==> config.mk <==
export PLATFORM = sky130hd
export DESIGN_NAME = spi_seq_ctrl_flat
export DESIGN_NICKNAME = d
export VERILOG_FILES = /design/src/rtl/spi_seq_ctrl_pkg.sv /design/src/rtl/spi_seq_ctrl_if.sv /design/src/rtl/spi_byte_fifo.sv /design/src/rtl/spi_seq_ctrl.sv /design/src/flat_wrapper.sv
export SDC_FILE = /design/constraint.sdc
export NUM_CORES = 1
export LEC_CHECK = 0
export ABC_AREA = 1
export ABC_CLOCK_PERIOD_IN_PS = 1940
export CAP_MARGIN = 40
export CORE_MARGIN = 2
export CORE_UTILIZATION = 25
export DETAILED_ROUTE_END_ITERATION = 12
export GPL_TIMING_DRIVEN = 1
export HOLD_SLACK_MARGIN = 0.1
export PLACE_DENSITY = 0.39
export SLEW_MARGIN = 20
export SYNTH_ARGS = -nofsm -noshare
export SYNTH_HDL_FRONTEND = slang
export SYNTH_SLANG_ARGS = --single-unit
==> constraint.sdc <==
create_clock -name CLK -period 1.94 [get_ports CLK]
set_input_delay 0.388 -clock CLK [delete_from_list [all_inputs] [get_ports CLK]]
set_output_delay 0.388 -clock CLK [all_outputs]
set_load 0.05 [all_outputs]
==> src/rtl/spi_seq_ctrl_pkg.sv <==
// rtl/spi_seq_ctrl_pkg.sv - register map, bit indices and FSM encoding for spi_seq_ctrl
package nhci_spi_pkg;

  localparam logic [1:0] REG_DATA   = 2'd0;
  localparam logic [1:0] REG_STATUS = 2'd1;
  localparam logic [1:0] REG_CTRL   = 2'd2;
  localparam logic [1:0] REG_DIV    = 2'd3;

  localparam int ST_BUSY     = 0;
  localparam int ST_TX_FULL  = 1;
  localparam int ST_RX_EMPTY = 2;
  localparam int ST_RX_OVF   = 3;
  localparam int ST_INT_SYNC = 4;

  localparam int CTRL_SS_FORCE = 0;
  localparam int CTRL_IRQ_EN   = 1;

  typedef enum logic [2:0] {
    IDLE = 3'd0,
    LOAD = 3'd1,
    LO   = 3'd2,
    HI   = 3'd3,
    DONE = 3'd4
  } state_t;

endpackage

==> src/rtl/spi_seq_ctrl_if.sv <==
// rtl/spi_seq_ctrl_if.sv - host register bus and SPI pin bundle for spi_seq_ctrl
interface spi_seq_ctrl_if;
  logic       wr_en;
  logic [1:0] wr_addr;
  logic [7:0] wr_data;
  logic       rd_en;
  logic [1:0] rd_addr;
  logic [7:0] rd_data;
  logic       busy;
  logic       irq;
  logic       SS;
  logic       SCLK;
  logic       MOSI;
  logic       MISO;
  logic       INT;

  modport master (
    output wr_en, wr_addr, wr_data, rd_en, rd_addr, MISO, INT,
    input  rd_data, busy, irq, SS, SCLK, MOSI
  );

  modport slave (
    input  wr_en, wr_addr, wr_data, rd_en, rd_addr, MISO, INT,
    output rd_data, busy, irq, SS, SCLK, MOSI
  );
endinterface

==> src/rtl/spi_byte_fifo.sv <==
// rtl/spi_byte_fifo.sv - 8-bit FIFO, depth 2**AW; push on full drops unless a pop happens in the same cycle
module spi_byte_fifo #(
  parameter int AW = 2
) (
  input  logic       i_clk,
  input  logic       i_rst_n,
  input  logic       i_push,
  input  logic [7:0] i_data,
  input  logic       i_pop,
  output logic [7:0] o_data,
  output logic       o_full,
  output logic       o_empty
);
  localparam logic [AW:0]   DEPTH   = (AW+1)'(1 << AW);
  localparam logic [AW:0]   CNT_ONE = (AW+1)'(1);
  localparam logic [AW-1:0] PTR_ONE = AW'(1);

  logic [7:0]    r_mem [2**AW];
  logic [AW-1:0] r_wptr, r_rptr;
  logic [AW:0]   r_cnt;
  logic          w_do_push, w_do_pop;

  assign o_full    = (r_cnt == DEPTH);
  assign o_empty   = (r_cnt == '0);
  assign o_data    = r_mem[r_rptr];
  assign w_do_pop  = i_pop & ~o_empty;
  assign w_do_push = i_push & (~o_full | w_do_pop);

  always_ff @(posedge i_clk) begin
    if (!i_rst_n) begin
      r_wptr <= '0;
      r_rptr <= '0;
      r_cnt  <= '0;
    end else begin
      if (w_do_push) begin
        r_mem[r_wptr] <= i_data;
        r_wptr        <= r_wptr + PTR_ONE;
      end
      if (w_do_pop) r_rptr <= r_rptr + PTR_ONE;
      case ({w_do_push, w_do_pop})
        2'b10:   r_cnt <= r_cnt + CNT_ONE;
        2'b01:   r_cnt <= r_cnt - CNT_ONE;
        default: r_cnt <= r_cnt;
      endcase
    end
  end
endmodule

==> src/rtl/spi_seq_ctrl.sv <==
// rtl/spi_seq_ctrl.sv - SPI mode-0 master sequencer with TX/RX FIFOs and register window
// Optional SPI_AUTO_SS_EN: hardware asserts SS from the first LOAD until the DONE that returns to IDLE.
import nhci_spi_pkg::*;

module spi_seq_ctrl #(
  parameter int FIFO_AW   = 2,
  parameter int DIV_RESET = 12
) (
  input  logic          CLK,
  input  logic          RESET,
  spi_seq_ctrl_if.slave bus
);
  state_t     r_state, w_state_nxt;
  logic [7:0] r_shreg, r_div, r_div_lat, r_cnt;
  logic [2:0] r_bit;
  logic       r_sclk, r_mosi, r_ss_force, r_irq_en, r_rx_ovf;
  logic       r_int_meta, r_int_sync, r_irq;
  logic       w_tx_push, w_tx_pop, w_rx_push, w_rx_pop, w_half_done, w_busy;
  logic       w_tx_full, w_tx_empty, w_rx_full, w_rx_empty, w_auto_ss;
  logic [7:0] w_tx_data, w_rx_data, w_rd_data;

  assign w_tx_push   = bus.wr_en & (bus.wr_addr == REG_DATA);
  assign w_rx_pop    = bus.rd_en & (bus.rd_addr == REG_DATA);
  assign w_tx_pop    = (r_state == LOAD);
  assign w_rx_push   = (r_state == DONE);
  assign w_half_done = (r_cnt == r_div_lat);
  assign w_busy      = (r_state != IDLE) | ~w_tx_empty;

  spi_byte_fifo #(.AW(FIFO_AW)) u_tx_fifo (
    .i_clk(CLK), .i_rst_n(RESET), .i_push(w_tx_push), .i_data(bus.wr_data),
    .i_pop(w_tx_pop), .o_data(w_tx_data), .o_full(w_tx_full), .o_empty(w_tx_empty)
  );

  spi_byte_fifo #(.AW(FIFO_AW)) u_rx_fifo (
    .i_clk(CLK), .i_rst_n(RESET), .i_push(w_rx_push), .i_data(r_shreg),
    .i_pop(w_rx_pop), .o_data(w_rx_data), .o_full(w_rx_full), .o_empty(w_rx_empty)
  );

  always_ff @(posedge CLK) begin
    if (!RESET) r_state <= IDLE;
    else        r_state <= w_state_nxt;
  end

  always_comb begin
    w_state_nxt = r_state;
    case (r_state)
      IDLE:    if (!w_tx_empty) w_state_nxt = LOAD;
      LOAD:    w_state_nxt = LO;
      LO:      if (w_half_done) w_state_nxt = HI;
      HI:      if (w_half_done) w_state_nxt = (r_bit == 3'd7) ? DONE : LO;
      DONE:    w_state_nxt = w_tx_empty ? IDLE : LOAD;
      default: w_state_nxt = IDLE;
    endcase
  end

  // Shift on the rising SCLK edge so shreg[7] already holds the next MOSI bit at the fall.
  always_ff @(posedge CLK) begin
    if (!RESET) begin
      r_shreg   <= '0;
      r_div_lat <= '0;
      r_cnt     <= '0;
      r_bit     <= '0;
      r_sclk    <= 1'b0;
      r_mosi    <= 1'b0;
    end else begin
      case (r_state)
        LOAD: begin
          r_shreg   <= w_tx_data;
          r_mosi    <= w_tx_data[7];
          r_div_lat <= r_div;
          r_cnt     <= '0;
          r_bit     <= '0;
        end
        LO: begin
          if (w_half_done) begin
            r_sclk  <= 1'b1;
            r_shreg <= {r_shreg[6:0], bus.MISO};
            r_cnt   <= '0;
          end else begin
            r_cnt <= r_cnt + 8'd1;
          end
        end
        HI: begin
          if (w_half_done) begin
            r_sclk <= 1'b0;
            r_cnt  <= '0;
            if (r_bit != 3'd7) begin
              r_mosi <= r_shreg[7];
              r_bit  <= r_bit + 3'd1;
            end
          end else begin
            r_cnt <= r_cnt + 8'd1;
          end
        end
        default: ;
      endcase
    end
  end

  always_ff @(posedge CLK) begin
    if (!RESET) begin
      r_div      <= 8'(DIV_RESET);
      r_ss_force <= 1'b0;
      r_irq_en   <= 1'b0;
      r_rx_ovf   <= 1'b0;
      r_int_meta <= 1'b0;
      r_int_sync <= 1'b0;
      r_irq      <= 1'b0;
    end else begin
      if (bus.wr_en && bus.wr_addr == REG_CTRL) begin
        r_ss_force <= bus.wr_data[CTRL_SS_FORCE];
        r_irq_en   <= bus.wr_data[CTRL_IRQ_EN];
      end
      if (bus.wr_en && bus.wr_addr == REG_DIV) r_div <= bus.wr_data;
      if (w_rx_push && w_rx_full && !w_rx_pop)
        r_rx_ovf <= 1'b1;
      else if (bus.wr_en && bus.wr_addr == REG_STATUS && bus.wr_data[ST_RX_OVF])
        r_rx_ovf <= 1'b0;
      r_int_meta <= bus.INT;
      r_int_sync <= r_int_meta;
      r_irq      <= r_irq_en & (~w_rx_empty | r_int_sync);
    end
  end

`ifdef SPI_AUTO_SS_EN
  logic r_auto_ss;
  always_ff @(posedge CLK) begin
    if (!RESET)                                        r_auto_ss <= 1'b0;
    else if (w_state_nxt == LOAD)                      r_auto_ss <= 1'b1;
    else if (r_state == DONE && w_state_nxt == IDLE)   r_auto_ss <= 1'b0;
  end
  assign w_auto_ss = r_auto_ss;
`else
  assign w_auto_ss = 1'b0;
`endif

  always_comb begin
    w_rd_data = '0;
    case (bus.rd_addr)
      REG_DATA: w_rd_data = w_rx_empty ? 8'h00 : w_rx_data;
      REG_STATUS: begin
        w_rd_data[ST_BUSY]     = w_busy;
        w_rd_data[ST_TX_FULL]  = w_tx_full;
        w_rd_data[ST_RX_EMPTY] = w_rx_empty;
        w_rd_data[ST_RX_OVF]   = r_rx_ovf;
        w_rd_data[ST_INT_SYNC] = r_int_sync;
      end
      REG_CTRL: begin
        w_rd_data[CTRL_SS_FORCE] = r_ss_force;
        w_rd_data[CTRL_IRQ_EN]   = r_irq_en;
      end
      default:  w_rd_data = r_div;
    endcase
  end

  assign bus.rd_data = w_rd_data;
  assign bus.busy    = w_busy;
  assign bus.irq     = r_irq;
  assign bus.SS      = ~(r_ss_force | w_auto_ss);
  assign bus.SCLK    = r_sclk;
  assign bus.MOSI    = r_mosi;
endmodule

==> src/flat_wrapper.sv <==
// flat-port wrapper written by rule: the top's interface ports become plain ports
module spi_seq_ctrl_flat 
#(
  parameter int FIFO_AW   = 2,
  parameter int DIV_RESET = 12
)
  (CLK, RESET, bus_wr_en, bus_wr_addr, bus_wr_data, bus_rd_en, bus_rd_addr, bus_MISO, bus_INT, bus_rd_data, bus_busy, bus_irq, bus_SS, bus_SCLK, bus_MOSI);
  spi_seq_ctrl_if bus_i ();
  input  logic CLK;
  input  logic RESET;
  input wire logic [$bits(bus_i.wr_en)-1:0] bus_wr_en;
  input wire logic [$bits(bus_i.wr_addr)-1:0] bus_wr_addr;
  input wire logic [$bits(bus_i.wr_data)-1:0] bus_wr_data;
  input wire logic [$bits(bus_i.rd_en)-1:0] bus_rd_en;
  input wire logic [$bits(bus_i.rd_addr)-1:0] bus_rd_addr;
  input wire logic [$bits(bus_i.MISO)-1:0] bus_MISO;
  input wire logic [$bits(bus_i.INT)-1:0] bus_INT;
  output wire logic [$bits(bus_i.rd_data)-1:0] bus_rd_data;
  output wire logic [$bits(bus_i.busy)-1:0] bus_busy;
  output wire logic [$bits(bus_i.irq)-1:0] bus_irq;
  output wire logic [$bits(bus_i.SS)-1:0] bus_SS;
  output wire logic [$bits(bus_i.SCLK)-1:0] bus_SCLK;
  output wire logic [$bits(bus_i.MOSI)-1:0] bus_MOSI;
  assign bus_i.wr_en = bus_wr_en;
  assign bus_i.wr_addr = bus_wr_addr;
  assign bus_i.wr_data = bus_wr_data;
  assign bus_i.rd_en = bus_rd_en;
  assign bus_i.rd_addr = bus_rd_addr;
  assign bus_i.MISO = bus_MISO;
  assign bus_i.INT = bus_INT;
  assign bus_rd_data = bus_i.rd_data;
  assign bus_busy = bus_i.busy;
  assign bus_irq = bus_i.irq;
  assign bus_SS = bus_i.SS;
  assign bus_SCLK = bus_i.SCLK;
  assign bus_MOSI = bus_i.MOSI;
  spi_seq_ctrl #(.FIFO_AW(FIFO_AW), .DIV_RESET(DIV_RESET)) u_core (.CLK(CLK), .RESET(RESET), .bus(bus_i));
endmodule
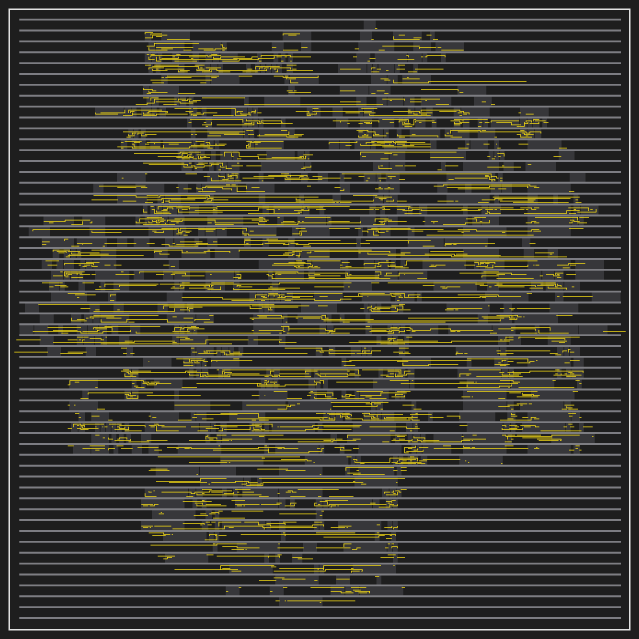
**Above:** metal 1.
Drawn at 4 px/um. Supply wires on this layer in gray.
longest straight run: 58.9 um
share of all routed wire: 48%
nets with wire on the layer: 723

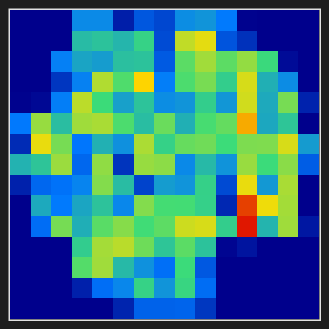
**Above:** local utilization.
Drawn at 2 px/um. The die is cut into 15 by 15 equal tiles; dark blue is low, red is high, 0 to 100% covered.
mean over tiles: 31%
tiles over 75% full: 1.8%
emptiest ninth of the die: lower right
nearly empty tiles: 26%
fullest tile: 97%

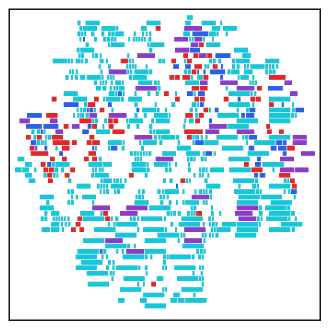
**Above:** drive-strength map.
Drawn at 2 px/um.
[drive 2] blue | cells: 58 | share: 7.6% | most used: inv_2
[drive 6 and up] purple | cells: 42 | share: 5.5% | most used: clkbuf_16
[drive 3 to 4] red | cells: 87 | share: 11% | most used: buf_4
[drive 1 or less] cyan | cells: 575 | share: 75% | most used: nand2_1

-- state kept, by name, indices dropped and copies added (netlist names), 2 cells and up, named ones only --
signal and count:
u_core.r_cnt 8, u_core.u_tx_fifo.r_cnt 3, u_core.u_rx_fifo.r_rptr 2, u_core.u_tx_fifo.r_mem 32, u_core.r_state 3, u_core.u_tx_fifo.r_wptr 2, u_core.u_tx_fifo.r_rptr 2, u_core.r_div 8
u_core.r_shreg 8, u_core.u_rx_fifo.r_wptr 2, u_core.r_div_lat 8, u_core.r_bit 3, u_core.u_rx_fifo.r_mem 32, u_core.u_rx_fifo.r_cnt 3
-- per-stage QoR --
step                      worst slack [ps]  std cells  hold slack, ps   util  setup TNS (ps)
after CTS                             -185       1044             437  0.340           -1060
after global routing                  -232       1047             455  0.346           -1950
final                                 -164       1047             427  0.346            -859
after detailed placement              -441       1001             421  0.301          -13520
after floorplan                      -49.0        646             390      -            -156
after global placement                -357       1001             404  0.301          -10310
-- cell families (layout without fill, tap and decap cells) --
kind of cell             count (synthesis)  count (layout)  synth area share
AND-OR/OR-AND                          141             141             0.129
XOR/XNOR                                 3               3           0.00463
adder cells (fa/ha/maj)                 15              15            0.0357
buffers and inverters                   98             214            0.0687
flip-flops                             128             128             0.564
AND/OR/NAND/NOR                        261             261             0.198
-- cells in the mapped netlist (all sizes together) --
cell and n:
a21oi 59, a22oi 2, buf 9, clkbuf 10
clkinv 1, dfxtp 64, edfxtp 64, fa 2
ha 13, inv 78, nand2 122, nand3 35
nand3b 3, nand4 5, nor2 89, nor3 7
o2111ai 1, o211ai 1, o21ai 69, o22ai 8
o311ai 1, xnor2 3
-- worst min-delay path, cell delays in order (launching register included) --
cell and delay, ps:
dfxtp_1 310, nand2_1 50, inv_1 40
-- timing repair --
| action | 4_1_cts | 5_1_grt |
|---|---|---|
| endpoints found under the setup margin | 12 | 13 |
| gates resized | 62 | 40 |
| buffers inserted | 11 | 3 |
| pin swaps | 10 | 23 |
-- how the worst max path moves through the flow --
stage                         startpoint                        end  slack (ps)  cells after the start
after global placement    bus_rd_addr[0]  u_core.u_rx_fifo.r_cnt[2]        -360                     11
final                           register             bus_rd_data[1]        -160                      7
after detailed placement  bus_rd_addr[0]  u_core.u_rx_fifo.r_cnt[2]        -440                     12
after CTS                       register             bus_rd_data[4]        -190                      6
after global routing            register             bus_rd_data[1]        -230                      7
after floorplan           bus_rd_addr[1]             bus_rd_data[5]         -50                      2
-- routing by layer --
metal / track usage / up-vias
met2: 0.222 / 50
met1: 0.176 / 2220
met5: 0 / -
li1: - / 2358
met3: 0.0347 / 13
met4: 0.0463 / 0
-- layout make-up --
cell class                      instances  area share
Multi-Input combinational cell        420       0.299
Timing Repair Buffer                  103       0.127
Tap cell                              285      0.0457
Inverter                               79      0.0384
Sequential cell                       128       0.413
Clock buffer                           19      0.0555
Clock inverter                         13      0.0217
==> results.sh <==
# implementation run metrics
export IMPL_setup_violations=9
export IMPL_htreeDepth=4
export IMPL_yosys_area_um2=5680
export IMPL_clock_latency_late_pin_ps=410
export IMPL_dpl_hpwl_um=11000
export IMPL_place_area_um2=6780
export IMPL_seqCellArea_um2=3220
export IMPL_layout_drive_gt1_share=0.245
export IMPL_status="finished, violations left"
export IMPL_cpPeakStageDelay_ps=320
export IMPL_drc_errors=0
export IMPL_tightest_slew_ps=510
export IMPL_crit_path_top_delay_cell="dfxtp_2"
export IMPL_route_met2_wl_um=7480
export IMPL_nets=782
export IMPL_seqPwrFrac=0.387
export IMPL_avgViaCountPerCell=4.43
export IMPL_dr_total_vias=4641
export IMPL_reg2reg_depth=13
export IMPL_firstDrtPassIters=4
export IMPL_setup_ws_ps=-164
export IMPL_clkPwrFrac=0.371
export IMPL_fin_crit_sh=1.08
export IMPL_path_cells="buf_6 -> buf_6 -> o21ai_2 -> o22ai_2 -> nand2_1 -> nand4_1 -> buf_12"
export IMPL_cp_buffers_inverters=3
export IMPL_grt_overflow=0
export IMPL_crit_path_max_fanout=5
export IMPL_required_ps=1550
export IMPL_first_iter_violations=333
export IMPL_syn_avg_cell_area_um2=8.79
export IMPL_ir_drop_uv=565
export IMPL_antenna_found_initial=0
export IMPL_cap_violations=0
export IMPL_violations="negative setup slack"
export IMPL_combPwrFrac=0.242
export IMPL_reg2reg_slack_ps=-30
export IMPL_power_mw=8.86
export IMPL_crit_family="buffers and inverters"
export IMPL_synthCells=646
export IMPL_cts_tree="built"
